==> images/flops_by_reg.png <==
Other sequential cells in the stronger gray, the rest of the logic in the fainter gray.
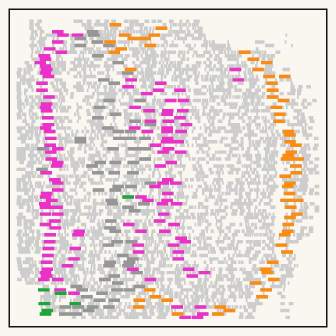
==> images/cell_density.png <==
25 x 25 tiles, from white (low) to dark blue (high), 0 to 100% covered.
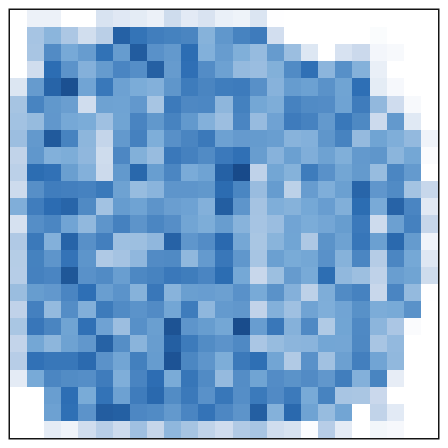
==> images/layer_met2.png <==
Cells faint in the background.
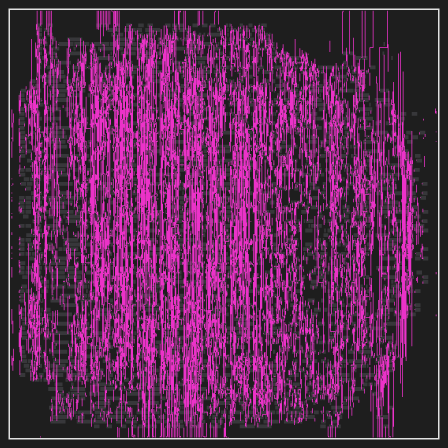
==> images/layer_met1.png <==
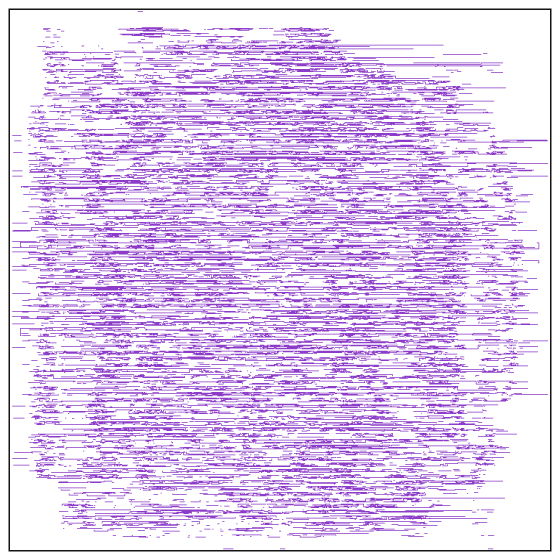
[src/rtl/muldiv_pkg.sv]
`default_nettype none
// ============================================================================
//  Module      : muldiv_pkg
//  Description : Shared types and width for the EX-stage multiply/divide unit.
//  Revision    : 1.0
// ============================================================================
package muldiv_pkg;

    localparam int MULDIV_WIDTH = 64;

    typedef enum logic [1:0] {
        OP_MUL   = 2'b00,
        OP_UMULH = 2'b01,
        OP_UDIV  = 2'b10,
        OP_SDIV  = 2'b11
    } muldiv_op_t;

    typedef enum logic [1:0] {
        ST_IDLE = 2'b00,
        ST_MUL  = 2'b01,
        ST_DIV  = 2'b10,
        ST_DONE = 2'b11
    } muldiv_state_t;

endpackage
`default_nettype wire

[src/rtl/ex_muldiv_unit_step.sv]
`default_nettype none
// ============================================================================
//  Module      : muldiv_step
//  Description : One iteration of shift-add multiply or restoring divide on a
//                double-width accumulator.
//  Revision    : 1.0
// ============================================================================
module muldiv_step #(
    parameter int WIDTH = 64
) (
    input  logic                 i_mode_div,
    input  logic [2*WIDTH-1:0]   i_acc,
    input  logic [WIDTH-1:0]     i_operand,
    output logic [2*WIDTH-1:0]   o_acc_next
);

    logic [WIDTH:0] w_sum;
    logic [WIDTH:0] w_rem_sh;
    logic [WIDTH:0] w_diff;

    always_comb begin
        w_sum    = {1'b0, i_acc[2*WIDTH-1:WIDTH]} + (i_acc[0] ? {1'b0, i_operand} : '0);
        // Shifted remainder needs WIDTH+1 bits; the top bit of w_diff is the borrow.
        w_rem_sh = i_acc[2*WIDTH-1:WIDTH-1];
        w_diff   = w_rem_sh - {1'b0, i_operand};
        if (i_mode_div) begin
            if (!w_diff[WIDTH]) begin
                o_acc_next = {w_diff[WIDTH-1:0], i_acc[WIDTH-2:0], 1'b1};
            end else begin
                o_acc_next = {w_rem_sh[WIDTH-1:0], i_acc[WIDTH-2:0], 1'b0};
            end
        end else begin
            o_acc_next = {w_sum, i_acc[WIDTH-1:1]};
        end
    end

endmodule
`default_nettype wire

[src/rtl/ex_muldiv_unit.sv]
`default_nettype none
// ============================================================================
//  Module      : ex_muldiv_unit
//  Description : Iterative 64-bit multiply/divide unit for the EX stage; stalls
//                the pipeline while busy and pulses done with the result.
//  Revision    : 1.0
// ============================================================================
module ex_muldiv_unit
    import muldiv_pkg::*;
#(
    parameter int WIDTH = MULDIV_WIDTH,
    parameter int CNT_W = 7
) (
    input  logic             clk,
    input  logic             reset,
    input  logic             start,
    input  logic [1:0]       op,
    input  logic [WIDTH-1:0] a_in,
    input  logic [WIDTH-1:0] b_in,
    input  logic [4:0]       rd_in,
    input  logic             flush,
    output logic             stall,
    output logic             done,
    output logic [WIDTH-1:0] result,
    output logic [4:0]       rd_out,
    output logic             div_by_zero
);

    muldiv_state_t      r_state, w_state_next;
    muldiv_op_t         r_op, w_op;
    logic [CNT_W-1:0]   r_cnt;
    logic [4:0]         r_rd;
    logic [2*WIDTH-1:0] r_acc, w_acc_next;
    logic [WIDTH-1:0]   r_operand;
    logic [WIDTH-1:0]   w_a_mag, w_b_mag, w_final;
    logic               r_neg, r_done, r_dz;
    logic [WIDTH-1:0]   r_result;
    logic [4:0]         r_rd_out;
    logic               w_accept, w_is_div, w_signed, w_b_zero, w_busy;

    muldiv_step #(.WIDTH(WIDTH)) u_step (
        .i_mode_div (r_state == ST_DIV),
        .i_acc      (r_acc),
        .i_operand  (r_operand),
        .o_acc_next (w_acc_next)
    );

    always_comb begin
        w_op     = muldiv_op_t'(op);
        w_accept = (r_state == ST_IDLE) && start && !flush;
        w_is_div = op[1];
        w_signed = (w_op == OP_SDIV);
        w_b_zero = (b_in == '0);
        w_busy   = (r_state == ST_MUL) || (r_state == ST_DIV);
        // Signed divide runs on magnitudes; the sign is restored on the way out.
        w_a_mag  = (w_signed && a_in[WIDTH-1]) ? -a_in : a_in;
        w_b_mag  = (w_signed && b_in[WIDTH-1]) ? -b_in : b_in;
        case (r_op)
            OP_MUL:   w_final = w_acc_next[WIDTH-1:0];
            OP_UMULH: w_final = w_acc_next[2*WIDTH-1:WIDTH];
            default:  w_final = r_neg ? -w_acc_next[WIDTH-1:0] : w_acc_next[WIDTH-1:0];
        endcase
    end

    always_comb begin
        w_state_next = r_state;
        case (r_state)
            ST_IDLE: begin
                if (w_accept) begin
                    if (!w_is_div)     w_state_next = ST_MUL;
                    else if (w_b_zero) w_state_next = ST_DONE;
                    else               w_state_next = ST_DIV;
                end
            end
            ST_MUL:  if (r_cnt == '0) w_state_next = ST_DONE;
            ST_DIV:  if (r_cnt == '0) w_state_next = ST_DONE;
            ST_DONE: w_state_next = ST_IDLE;
        endcase
        if (flush) w_state_next = ST_IDLE;
    end

    always_ff @(posedge clk or posedge reset) begin
        if (reset) begin
            r_state   <= ST_IDLE;
            r_op      <= OP_MUL;
            r_cnt     <= '0;
            r_rd      <= '0;
            r_acc     <= '0;
            r_operand <= '0;
            r_neg     <= 1'b0;
            r_done    <= 1'b0;
            r_dz      <= 1'b0;
            r_result  <= '0;
            r_rd_out  <= '0;
        end else begin
            r_state <= w_state_next;
            r_done  <= (w_state_next == ST_DONE);
            r_dz    <= 1'b0;
            if (w_accept) begin
                r_op      <= w_op;
                r_rd      <= rd_in;
                r_cnt     <= CNT_W'(WIDTH - 1);
                r_acc     <= {{WIDTH{1'b0}}, (w_is_div ? w_a_mag : a_in)};
                r_operand <= w_is_div ? w_b_mag : b_in;
                r_neg     <= w_signed && (a_in[WIDTH-1] ^ b_in[WIDTH-1]);
                if (w_is_div && w_b_zero) begin
                    r_result <= '0;
                    r_rd_out <= rd_in;
                    r_dz     <= 1'b1;
                end
            end else if (w_busy) begin
                r_acc <= w_acc_next;
                if (r_cnt != '0) begin
                    r_cnt <= r_cnt - 1'b1;
                end else if (!flush) begin
                    r_result <= w_final;
                    r_rd_out <= r_rd;
                end
            end
        end
    end

    assign stall       = w_accept || w_busy;
    assign done        = r_done;
    assign div_by_zero = r_dz;
    assign result      = r_result;
    assign rd_out      = r_rd_out;

endmodule
`default_nettype wire

[config.mk]
export PLATFORM = sky130hd
export DESIGN_NAME = ex_muldiv_unit
export DESIGN_NICKNAME = d
export VERILOG_FILES = /design/src/rtl/muldiv_pkg.sv /design/src/rtl/ex_muldiv_unit_step.sv /design/src/rtl/ex_muldiv_unit.sv
export SDC_FILE = /design/constraint.sdc
export NUM_CORES = 1
export LEC_CHECK = 0
export CAP_MARGIN = 5
export CORE_MARGIN = 5
export CORE_UTILIZATION = 45
export DETAILED_ROUTE_END_ITERATION = 12
export GPL_TIMING_DRIVEN = 0
export PLACE_DENSITY_LB_ADDON = 0.2
export SYNTH_ARGS = -nofsm -noshare
export SYNTH_HDL_FRONTEND = slang
export SYNTH_SLANG_ARGS = --single-unit
[constraint.sdc]
create_clock -name clk -period 11 [get_ports clk]
set_input_delay 1.1 -clock clk [delete_from_list [all_inputs] [get_ports clk]]
set_output_delay 1.1 -clock clk [all_outputs]
set_load 0.05 [all_outputs]
==> impl_metrics.json <==
{
  "outcome": "completed",
  "stdcell_count": 4407,
  "top_cells_by_count": "nand2_1, o21ai_0, dfrtp_1",
  "fin_crit_ps": 8000,
  "ys_sh_adder": 0.0664,
  "firstDrtPassIters": 6,
  "top_power_group": "combinational logic",
  "comb_cells": 2766,
  "worstPathArrival_ps": 8430,
  "drive_gt1_frac": 0.0342,
  "finalPower_mw": 8.54,
  "yosysWarnings": 0,
  "lay_top_cells": "nand2_1, o21ai_0, dfrtp_1",
  "ys.flops": 280,
  "yosysSeqAreaShare": 0.271,
  "enable_flop_cells": 0,
  "io-pin-count": 211,
  "crit_family": "simple AND/OR/NAND/NOR gates",
  "warnings": 31,
  "grt_max_degree": 109,
  "grt_use_total": 0.321,
  "skew_ps": 21.3,
  "relSlewSlack": 0.0851,
  "largest_class": "combinational gates",
  "ys_area_mm2": 0.0258,
  "n_all_inverters": 133,
  "switchingPower_mw": 4.57,
  "final_max_slew_viol_count": 0,
  "die_h_um": 250,
  "async_flop_share": 1.00,
  "fin_nets": 3904,
  "cp-end-kind": "flop",
  "p_comb_frac": 0.648,
  "hold_path.class": "flop to flop",
  "antenna-diode-count": 0,
  "yosysTopAreaCell": "dfrtp_1",
  "fmax_mhz": 125,
  "port_buffers": 208,
  "finalSetupViolCount": 0,
  "synth.top_cell.area_share": 0.271,
  "critPathMaxStageDelay_ps": 610,
  "nNonClkBuffers": 414,
  "clkbuf_count": 48,
  "fin_crit_sh": 0.727,
  "syn2layout_area_growth_pct": 16.5,
  "clk-power_mw": 1.22
}
About flops_by_reg.png:
| name in the netlist | color | placed flops |
|---|---|---|
| r_cnt | green | 7 |
| r_acc | magenta | 128 |
| r_operand | orange | 64 |
not colored: 81
sequential cell area share: 0.233
register area: 0.00701 mm²
Final Util: 0.532
Seq group: 1.79 mW

About cell_density.png:
emptiest ninth of the die: north-east
tiles over 75% full: 6.2%
fullest tile: 90%
mean over tiles: 47%
nearly empty tiles: 9.6%
FP Util: 0.457
core area: 0.0566 mm²

About layer_met2.png:
nets with wire on the layer: 3093
main direction: vertical
total wire length: 105000 µm
routing usage on met2: 0.488
Via Count: 26920

About layer_met1.png:
main direction: horizontal
share of all routed wire: 43%
nets with wire on the layer: 3694
longest straight run: 101 µm
wire length on this layer: 45.0 mm
met1 usage in global routing: 0.442

-- state kept, by name (all words and copies together) (netlist names) --
| register | flops |
|---|---|
| div_by_zero | 1 |
| done | 1 |
| r_acc | 128 |
| r_cnt | 7 |
| r_neg | 1 |
| r_op | 2 |
| r_operand | 64 |
| r_rd | 5 |
| r_state | 2 |
| rd_out | 5 |
| result | 64 |
-- routing by layer --
metal,track usage,vias up,wire length (µm)
met1,0.442,12681,45000
met4,0.144,2,5620
met5,0,-,14
met2,0.488,1311,44600
met3,0.0621,266,9840
li1,-,12660,-
-- through the flow --
stage / utilization / hold WS (ps)
floorplan: - / 437
global placement: 0.510 / 452
detailed placement: 0.511 / 455
CTS: 0.532 / 471
global route: 0.532 / 476
finish: 0.532 / 470
No activity file was given, so power comes from the tool's default toggle rates.
